File: config.mk
export PLATFORM = sky130hd
export DESIGN_NAME = dp_sequencer
export DESIGN_NICKNAME = d
export VERILOG_FILES = /design/src/rtl/dp_sequencer.sv
export SDC_FILE = /design/constraint.sdc
export NUM_CORES = 1
export LEC_CHECK = 0
export ABC_CLOCK_PERIOD_IN_PS = 1700
export CAP_MARGIN = 20
export CORE_ASPECT_RATIO = 1.75
export CORE_MARGIN = 8
export CORE_UTILIZATION = 41
export CTS_CLUSTER_DIAMETER = 50
export DETAILED_ROUTE_END_ITERATION = 8
export PLACE_DENSITY_LB_ADDON = 0.1
export SLEW_MARGIN = 20
export SYNTH_ARGS = -nofsm -noshare
export SYNTH_HDL_FRONTEND = slang
export SYNTH_SLANG_ARGS = --single-unit
File: constraint.sdc
create_clock -name clk -period 1.7 [get_ports clk]
set_input_delay 0.51 -clock clk [delete_from_list [all_inputs] [get_ports clk]]
set_output_delay 0.51 -clock clk [all_outputs]
set_load 0.005 [all_outputs]
File: src/rtl/dp_sequencer.sv
// dp_sequencer: multi-cycle fetch/decode/execute/memory/writeback control for the 16-bit datapath.
// Define SEQ_PERF_EN to add the saturating retired / stall_cycles performance counters.
module dp_sequencer #(
   parameter int N   = 16,
   parameter int OPW = 4
) (
   input  logic         clk,
   input  logic         reset,
   input  logic         start,
   output logic         imem_req,
   input  logic         imem_ready,
   input  logic [N-1:0] imem_rdata,
   output logic         dmem_req,
   output logic         dmem_we,
   input  logic         dmem_ready,
   input  logic         zero,
   output logic [N-1:0] instr,
   output logic         memtoreg,
   output logic         alusrc,
   output logic         regdst,
   output logic         jump,
   output logic         pcsrc,
   output logic [2:0]   alucontrol,
   output logic         regwrite,
   output logic         pc_en,
   output logic         busy,
   output logic         halted,
`ifdef SEQ_PERF_EN
   output logic         illegal,
   output logic [15:0]  retired,
   output logic [15:0]  stall_cycles
`else
   output logic         illegal
`endif
);
   typedef enum logic [2:0] {
      S_IDLE, S_FETCH, S_DECODE, S_EXEC, S_MEM, S_WB, S_HALT
   } state_t;

   localparam logic [OPW-1:0] OP_R    = OPW'(0);
   localparam logic [OPW-1:0] OP_ADDI = OPW'(1);
   localparam logic [OPW-1:0] OP_LW   = OPW'(2);
   localparam logic [OPW-1:0] OP_SW   = OPW'(3);
   localparam logic [OPW-1:0] OP_BEQ  = OPW'(4);
   localparam logic [OPW-1:0] OP_J    = OPW'(5);
   localparam logic [OPW-1:0] OP_HALT = {OPW{1'b1}};

   state_t         state_reg;
   logic           pc_pulse_reg;
   logic [OPW-1:0] op;
   logic           is_r, is_addi, is_lw, is_sw, is_beq, is_j, is_halt, is_bad;

   assign op      = instr[N-1 -: OPW];
   assign is_r    = (op == OP_R);
   assign is_addi = (op == OP_ADDI);
   assign is_lw   = (op == OP_LW);
   assign is_sw   = (op == OP_SW);
   assign is_beq  = (op == OP_BEQ);
   assign is_j    = (op == OP_J);
   assign is_halt = (op == OP_HALT);
   assign is_bad  = !(is_r || is_addi || is_lw || is_sw || is_beq || is_j || is_halt) ||
                    (is_r && (instr[2:0] inside {3'b011, 3'b100, 3'b101}));

   // A store commits in the very cycle its data access completes, so that strobe cannot be registered.
   assign pc_en = pc_pulse_reg || ((state_reg == S_MEM) && is_sw && dmem_ready);

   always_ff @(posedge clk or negedge reset) begin
      if (!reset) begin
         state_reg    <= S_IDLE;
         instr        <= '0;
         imem_req     <= 1'b0;
         dmem_req     <= 1'b0;
         dmem_we      <= 1'b0;
         memtoreg     <= 1'b0;
         alusrc       <= 1'b0;
         regdst       <= 1'b0;
         jump         <= 1'b0;
         pcsrc        <= 1'b0;
         alucontrol   <= 3'b000;
         regwrite     <= 1'b0;
         pc_pulse_reg <= 1'b0;
         busy         <= 1'b0;
         halted       <= 1'b0;
         illegal      <= 1'b0;
      end else begin
         regwrite     <= 1'b0;
         pc_pulse_reg <= 1'b0;
         case (state_reg)
            S_IDLE: begin
               if (start) begin
                  state_reg <= S_FETCH;
                  imem_req  <= 1'b1;
                  busy      <= 1'b1;
               end
            end
            S_FETCH: begin
               if (imem_ready) begin
                  instr     <= imem_rdata;
                  imem_req  <= 1'b0;
                  state_reg <= S_DECODE;
               end
            end
            S_DECODE: begin
               if (is_bad || is_halt) begin
                  state_reg <= S_HALT;
                  busy      <= 1'b0;
                  halted    <= 1'b1;
                  illegal   <= illegal || is_bad;
               end else begin
                  state_reg  <= S_EXEC;
                  regdst     <= is_r;
                  alusrc     <= is_addi || is_lw || is_sw;
                  memtoreg   <= is_lw;
                  jump       <= is_j;
                  alucontrol <= is_r ? instr[2:0] : (is_beq ? 3'b110 : (is_j ? 3'b000 : 3'b010));
               end
            end
            S_EXEC: begin
               if (is_lw || is_sw) begin
                  state_reg <= S_MEM;
                  dmem_req  <= 1'b1;
                  dmem_we   <= is_sw;
               end else begin
                  // Branch/jump commit one cycle later so pcsrc (zero sampled here) and pc_en arrive together.
                  state_reg    <= S_WB;
                  regwrite     <= is_r || is_addi;
                  pc_pulse_reg <= 1'b1;
                  pcsrc        <= is_beq && zero;
               end
            end
            S_MEM: begin
               if (dmem_ready) begin
                  dmem_req <= 1'b0;
                  dmem_we  <= 1'b0;
                  if (is_lw) begin
                     state_reg    <= S_WB;
                     regwrite     <= 1'b1;
                     pc_pulse_reg <= 1'b1;
                  end else begin
                     state_reg  <= S_FETCH;
                     imem_req   <= 1'b1;
                     memtoreg   <= 1'b0;
                     alusrc     <= 1'b0;
                     regdst     <= 1'b0;
                     jump       <= 1'b0;
                     pcsrc      <= 1'b0;
                     alucontrol <= 3'b000;
                  end
               end
            end
            S_WB: begin
               state_reg  <= S_FETCH;
               imem_req   <= 1'b1;
               memtoreg   <= 1'b0;
               alusrc     <= 1'b0;
               regdst     <= 1'b0;
               jump       <= 1'b0;
               pcsrc      <= 1'b0;
               alucontrol <= 3'b000;
            end
            S_HALT: begin
               state_reg <= S_HALT;
            end
            default: state_reg <= S_IDLE;
         endcase
      end
   end

`ifdef SEQ_PERF_EN
   always_ff @(posedge clk or negedge reset) begin
      if (!reset) begin
         retired      <= '0;
         stall_cycles <= '0;
      end else begin
         if (pc_en && (retired != 16'hFFFF))
            retired <= retired + 16'd1;
         if (((imem_req && !imem_ready) || (dmem_req && !dmem_ready)) && (stall_cycles != 16'hFFFF))
            stall_cycles <= stall_cycles + 16'd1;
      end
   end
`endif

endmodule

Cell placement:
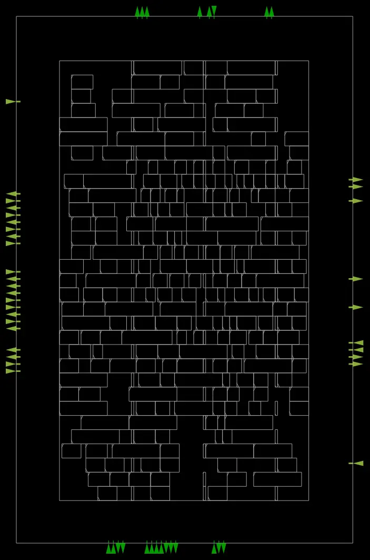
tap cell instance count: 49
Cell Count, Final, Fillers Out: 294
fill count: 310

Port wiring:
Bar = 20 um.
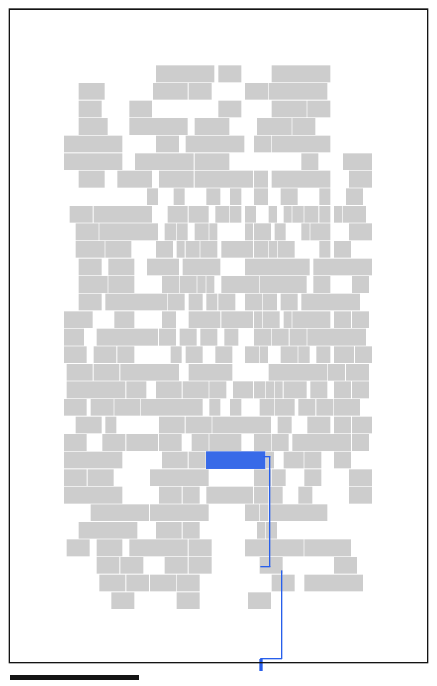
regwrite: shown in blue, bits 1, direction output, edge bottom, end cells 1, wire 36.3 um.
# IOs: 54
number of port buffers: 53

==> results.txt <==
impl run done, here's what came out: run status=finished, violations left, violated checks=setup timing, minimum clock period=between 1.5 and 2 ns, number of setup violations in the final report=10, critical path buffer and inverter count=1, basic-gate share of the synthesized area counting and, or, nand and nor cells=14.0%, Slew Viols, Final=0, sequential area share after synthesis=around half, placer's final routability congestion estimate=~0.82, area fraction of the dominant cell type after synthesis=between 50 and 60%, top power consumer group=combinational logic, Vias/cell=around 5.3, antenna viol nets, final=0, share of final layout cell area taken by clock buffers and inverters=~3.0%, Syn Area/Cell=about 12 um^2, number of stages on the worst setup path=5, #MultiIn Comb=a little under 100, path type of the worst min-delay path=flip-flop to flip-flop, reg2reg start=instr[14]$_DFFE_PN0P_, detailed-routing iteration count for the pre-antenna-repair pass=4, iteration-0 DRC count of the detailed router=approximately 53, biggest cell delay along the critical path=approximately 0.46 ns, Die W=between 60 and 70 um, YS chip area=roughly 1700 um^2, overflow left after global routing=0, Post-Layout Inst Area=around 2800 um^2, fraction of power consumed by the clock network=a little under an eighth, global-route wire length before repair=between 7 and 8 mm, area taken by multi-input logic gates=roughly 800 um^2, AO/OA Area Share=about an eighth, cell type contributing the most total cell area after synthesis=sky130_fd_sc_hd__dfrtp_1, die extent in y=between 100 and 150 um, fraction of standard cell area in multi-input logic=28.9%, total clock buffers created by CTS=5, number of global-route vias before repair=1736, setup slack after layout=-0.108 ns, Critical Path End Type=flip-flop
Power is estimated from default activity; no workload was simulated.
